[src/rtl/step_judge_pkg.sv]
// Shared constants and types for the step judge: lane count, score weights
// and the judgement encoding.
package step_judge_pkg;

   localparam int unsigned NUM_LANES   = 4;
   localparam int unsigned PERFECT_PTS = 3;
   localparam int unsigned GOOD_PTS    = 1;

   typedef enum logic [2:0] {
      J_NONE,
      J_PERFECT,
      J_GOOD,
      J_MISS,
      J_STRAY
   } judge_t;

endpackage

[src/rtl/lane_note_fifo.sv]
// Per-lane queue of pending note due-times. A push into a full queue is
// accepted when a pop happens in the same cycle.
module lane_note_fifo
   import step_judge_pkg::*;
#(
   parameter int unsigned DEPTH = 4,
   parameter int unsigned TS_W  = 32
) (
   input  logic            clock,
   input  logic            resetn,
   input  logic            push,
   input  logic [TS_W-1:0] push_data,
   input  logic            pop,
   output logic            full,
   output logic            empty,
   output logic [TS_W-1:0] head
);

   localparam int unsigned AW = (DEPTH > 1) ? $clog2(DEPTH) : 1;

   logic [TS_W-1:0] mem [DEPTH];
   logic [AW-1:0]   rd_ptr;
   logic [AW-1:0]   wr_ptr;
   logic [AW:0]     count;
   logic            do_push;
   logic            do_pop;

   assign do_pop  = pop & ~empty;
   assign do_push = push & (~full | do_pop);
   assign full    = (count == (AW+1)'(DEPTH));
   assign empty   = (count == '0);
   assign head    = mem[rd_ptr];

   // Storage write; contents are don't-care while the queue is empty.
   always_ff @(posedge clock) begin
      if (do_push) begin
         mem[wr_ptr] <= push_data;
      end
   end

   // Pointer and occupancy tracking.
   always_ff @(posedge clock) begin
      if (!resetn) begin
         rd_ptr <= '0;
         wr_ptr <= '0;
         count  <= '0;
      end else begin
         if (do_push) wr_ptr <= wr_ptr + 1'b1;
         if (do_pop)  rd_ptr <= rd_ptr + 1'b1;
         count <= count + (AW+1)'(do_push) - (AW+1)'(do_pop);
      end
   end

endmodule

[src/rtl/step_judge.sv]
// Receives lane drop strobes and step buttons, judges each press against the
// oldest pending note of its lane, and accumulates score and combo.
module step_judge
   import step_judge_pkg::*;
#(
   parameter int unsigned TRAVEL      = 50_000_000,
   parameter int unsigned GOOD_WIN    = 5_000_000,
   parameter int unsigned PERFECT_WIN = 2_000_000,
   parameter int unsigned TS_W        = 32,
   parameter int unsigned DEPTH       = 4
) (
   input  logic        clock,
   input  logic        resetn,
   input  logic        drop_valid,
   input  logic [3:0]  drop_lane,
   input  logic [3:0]  keys,
   output logic [3:0]  hit_perfect,
   output logic [3:0]  hit_good,
   output logic [3:0]  miss,
   output logic [3:0]  stray,
   output logic [15:0] score,
   output logic [7:0]  combo,
   output logic [7:0]  max_combo,
   output logic        overflow
);

   localparam logic signed [TS_W-1:0] GW_POS = TS_W'(GOOD_WIN);
   localparam logic signed [TS_W-1:0] GW_NEG = -GW_POS;
   localparam logic signed [TS_W-1:0] PW_POS = TS_W'(PERFECT_WIN);
   localparam logic signed [TS_W-1:0] PW_NEG = -PW_POS;

   logic [TS_W-1:0]        now;
   logic [TS_W-1:0]        due_new;
   logic [3:0]             sync1, sync2, key_prev, armed;
   logic [1:0]             live;
   logic [3:0]             press, push, pop, full, empty;
   logic [TS_W-1:0]        head [NUM_LANES];
   logic signed [TS_W-1:0] diff [NUM_LANES];
   judge_t                 verdict [NUM_LANES];
   logic [3:0]             j_perf, j_good, j_miss, j_stray;
   logic [2:0]             n_perf, n_good;
   logic [16:0]            score_sum;
   logic [8:0]             combo_sum;
   logic [7:0]             combo_next;
   logic                   overflow_set;

   assign due_new = now + TS_W'(TRAVEL);
   assign push    = drop_lane & {4{drop_valid}};
   // A key held through reset release stays unarmed until it is seen low,
   // so it cannot fake a press on the first cycles after reset.
   assign press   = sync2 & ~key_prev & armed;

   for (genvar i = 0; i < NUM_LANES; i++) begin : g_lane
      lane_note_fifo #(
         .DEPTH (DEPTH),
         .TS_W  (TS_W)
      ) u_fifo (
         .clock     (clock),
         .resetn    (resetn),
         .push      (push[i]),
         .push_data (due_new),
         .pop       (pop[i]),
         .full      (full[i]),
         .empty     (empty[i]),
         .head      (head[i])
      );
      assign diff[i] = $signed(now - head[i]);
   end

   // Per-lane judgement: expiry first, then the press against the head note.
   always_comb begin
      pop     = '0;
      j_perf  = '0;
      j_good  = '0;
      j_miss  = '0;
      j_stray = '0;
      for (int unsigned i = 0; i < NUM_LANES; i++) begin
         verdict[i] = J_NONE;
         if (!empty[i] && diff[i] > GW_POS) begin
            j_miss[i] = 1'b1;
            pop[i]    = 1'b1;
            if (press[i]) verdict[i] = J_STRAY;
         end else if (press[i]) begin
            if (empty[i] || diff[i] < GW_NEG) begin
               verdict[i] = J_STRAY;
            end else if (diff[i] >= PW_NEG && diff[i] <= PW_POS) begin
               verdict[i] = J_PERFECT;
               pop[i]     = 1'b1;
            end else begin
               verdict[i] = J_GOOD;
               pop[i]     = 1'b1;
            end
         end
         j_perf[i]  = (verdict[i] == J_PERFECT);
         j_good[i]  = (verdict[i] == J_GOOD);
         j_stray[i] = (verdict[i] == J_STRAY);
      end
   end

   // Score and combo arithmetic for this cycle's judgements.
   always_comb begin
      n_perf = '0;
      n_good = '0;
      for (int unsigned i = 0; i < NUM_LANES; i++) begin
         n_perf = n_perf + 3'(j_perf[i]);
         n_good = n_good + 3'(j_good[i]);
      end
      score_sum    = {1'b0, score} + 17'(n_perf * PERFECT_PTS) + 17'(n_good * GOOD_PTS);
      combo_sum    = {1'b0, combo} + 9'(n_perf) + 9'(n_good);
      combo_next   = (|j_miss) ? '0 : (combo_sum[8] ? '1 : combo_sum[7:0]);
      overflow_set = |(push & full & ~pop);
   end

   // Timestamp, key synchronizers and all registered outputs.
   always_ff @(posedge clock) begin
      if (!resetn) begin
         now         <= '0;
         sync1       <= '0;
         sync2       <= '0;
         key_prev    <= '0;
         armed       <= '0;
         live        <= '0;
         hit_perfect <= '0;
         hit_good    <= '0;
         miss        <= '0;
         stray       <= '0;
         score       <= '0;
         combo       <= '0;
         max_combo   <= '0;
         overflow    <= 1'b0;
      end else begin
         now         <= now + 1'b1;
         sync1       <= keys;
         sync2       <= sync1;
         key_prev    <= sync2;
         live        <= {live[0], 1'b1};
         armed       <= armed | ({4{live[1]}} & ~sync2);
         hit_perfect <= j_perf;
         hit_good    <= j_good;
         miss        <= j_miss;
         stray       <= j_stray;
         score       <= score_sum[16] ? '1 : score_sum[15:0];
         combo       <= combo_next;
         if (combo_next > max_combo) max_combo <= combo_next;
         overflow    <= overflow | overflow_set;
      end
   end

endmodule

[config.mk]
export PLATFORM = sky130hd
export DESIGN_NAME = step_judge
export DESIGN_NICKNAME = d
export VERILOG_FILES = /design/src/rtl/step_judge_pkg.sv /design/src/rtl/lane_note_fifo.sv /design/src/rtl/step_judge.sv
export SDC_FILE = /design/constraint.sdc
export NUM_CORES = 1
export LEC_CHECK = 0
export CAP_MARGIN = 25
export CORE_MARGIN = 8
export CORE_UTILIZATION = 60
export CTS_BUF_LIST = sky130_fd_sc_hd__clkbuf_4 sky130_fd_sc_hd__clkbuf_8
export DETAILED_ROUTE_END_ITERATION = 10
export GPL_TIMING_DRIVEN = 0
export PLACE_DENSITY_LB_ADDON = 0.1
export RECOVER_POWER = 100
export SETUP_SLACK_MARGIN = 0.02
export SLEW_MARGIN = 10
export SYNTH_ARGS = -nofsm -noshare
export SYNTH_HDL_FRONTEND = slang
export SYNTH_SLANG_ARGS = --single-unit
export TNS_END_PERCENT = 30
[constraint.sdc]
create_clock -name clock -period 15.75 [get_ports clock]
set_input_delay 3.15 -clock clock [delete_from_list [all_inputs] [get_ports clock]]
set_output_delay 3.15 -clock clock [all_outputs]
set_load 0.02 [all_outputs]
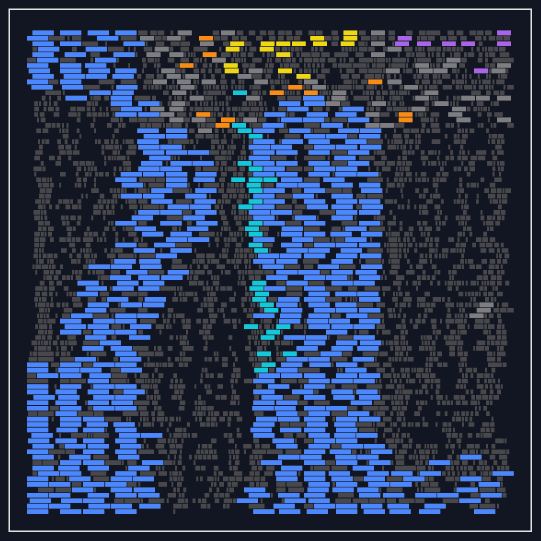
(images/registers.png)
Scale: 2 px per um. Other sequential cells in the stronger gray, the rest of the logic in the fainter gray.
Key: `score` = yellow [flops 16, where top center]; `g_lane.u_fifo.count` = orange [flops 12, where top center]; `g_lane.u_fifo.mem` = blue [flops 512]; `combo` = purple [flops 8, where upper right]; `now` = cyan [flops 32]

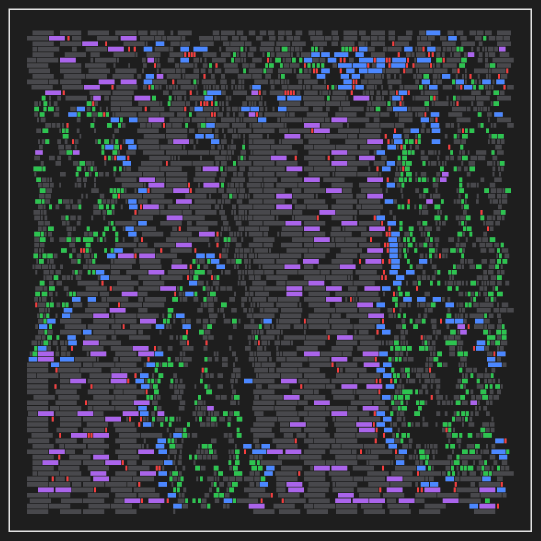
(images/gate_families.png)
Scale: 2 px per um.
Key: multiplexers = purple [cells 145]; inverting AOI/OAI gates = green [cells 512, where all over the die]; inverters = red [cells 223, where all over the die]; adder and majority cells = blue [cells 196, where all over the die]

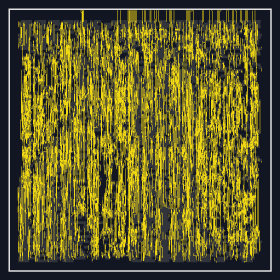
(images/met2.png)
Scale: 1 px per um.
The layer carries 48.7 mm of wire. The wires run mostly vertical.

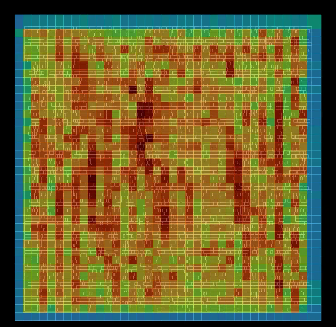
(images/final_congestion.png)
final core occ: 67.2%
M2 GR Usage: 49.8%
Global Route Usage Sum: 29.9%

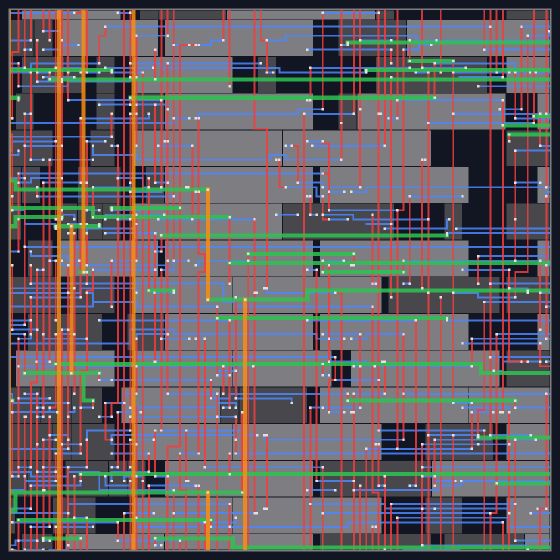
(images/zoom.png)
Window x 110 to 150, y 162 to 202 um. Cells in gray, sequential cells in the stronger gray; small squares are vias.
Key: met1 = blue; met4 = orange; met3 = green; met2 = red
Sequential cells in the window: 31. 80 logic cells have their middle in the window. Most frequent: edfxtp_1 (21), dfxtp_1 (10). Netlist names of flops here include `g_lane.u_fifo.mem` (21), `now` (10).

==> results.sh <==
# physical design summary
export IMPL_hold_depth=1
export IMPL_finalCritPeriodShare_pct=74.9
export IMPL_hold_buffers=0
export IMPL_warning_count=40
export IMPL_dp_worst_setup_slack_ns=4.30
export IMPL_cp_startpoint="now[1]$_SDFF_PN0_"
export IMPL_drt_iter0_markers=2400
export IMPL_path_clk_slew_ns=0.06
export IMPL_numCtsBuffers=101
export IMPL_netlist_instances=3086
export IMPL_max_cap_viol_count=23
export IMPL_power_leader="sequential cells"
export IMPL_worstSkewPairLatency_ns=0.71
export IMPL_lay_top_count="edfxtp_1"
export IMPL_leakagePower_nw=14.7
export IMPL_status="finished, violations left"
export IMPL_gp_congestion=0.947
export IMPL_use_met3_pct=4.49
export IMPL_tightestPinTransition_ns=2.06
export IMPL_drv_slew=525
export IMPL_skew_ns=0.0349
export IMPL_ctsRootBufferMaster="clkbuf_8"
export IMPL_violations="capacitance limit, slew limit"
export IMPL_rsz0062_at_grt="no"
cell type report:
type	instances	area (sq um)
inverters	223	837
plain buffers	116	472
flip-flops and latches	647	18100
multi-input cells	2100	16400
well taps	773	967
repair buffers	100	753
clock inverters	43	399
clock buffers	142	1770
fillers	4401	19400
diodes	2	5.00
critical path: cells and delay by family (launching register included):
| kind | cells | cell delay (ns) |
|---|---|---|
| buffers and inverters | 5 | 2.21 |
| AND-OR/OR-AND | 15 | 3.87 |
| XOR/XNOR | 1 | 0.22 |
| AND/OR/NAND/NOR | 12 | 2.14 |
| adder cells (fa/ha/maj) | 7 | 2.61 |
| flip-flops | 1 | 0.61 |
routing by layer:
layer	vias to the layer above	share of wire, %
met5	-	0
met4	0	4.5
met3	232	7.8
met2	1123	48
met1	13200	40
li1	12100	-
stage by stage:
step                area (sq um)  hold WS [ns]  power [mW]
floorplan                  35800         0.412        2.97
global placement           37400         0.414        3.30
detailed placement         38200         0.419        3.35
CTS                        40300         0.435        4.83
global route               39700         0.442        5.02
finish                     39700         0.431        4.80
flip-flops by register name, summed over array words and instances, names as in the netlist, 8 cells and up, named ones only:
name and count:
g_lane.u_fifo.mem 512, now 32, score 16, g_lane.u_fifo.count 12
combo 8, g_lane.u_fifo.rd_ptr 8, g_lane.u_fifo.wr_ptr 8, max_combo 8
cells by family (layout without fill, tap and decap cells):
| family | count (synthesis) | in the layout | synth area share [%] |
|---|---|---|---|
| and+or+nand+nor | 929 | 929 | 13.2 |
| AOI/OAI and AO/OA | 676 | 676 | 13.1 |
| DFF | 647 | 647 | 50.5 |
| buffers and inverters | 339 | 624 | 3.66 |
| adders and majority gates | 196 | 196 | 7.23 |
| xor gates and xnor gates | 154 | 154 | 3.77 |
| muxes | 145 | 145 | 8.54 |
| other | 0 | 2 | 0 |
Power and IR drop assume default switching activity.
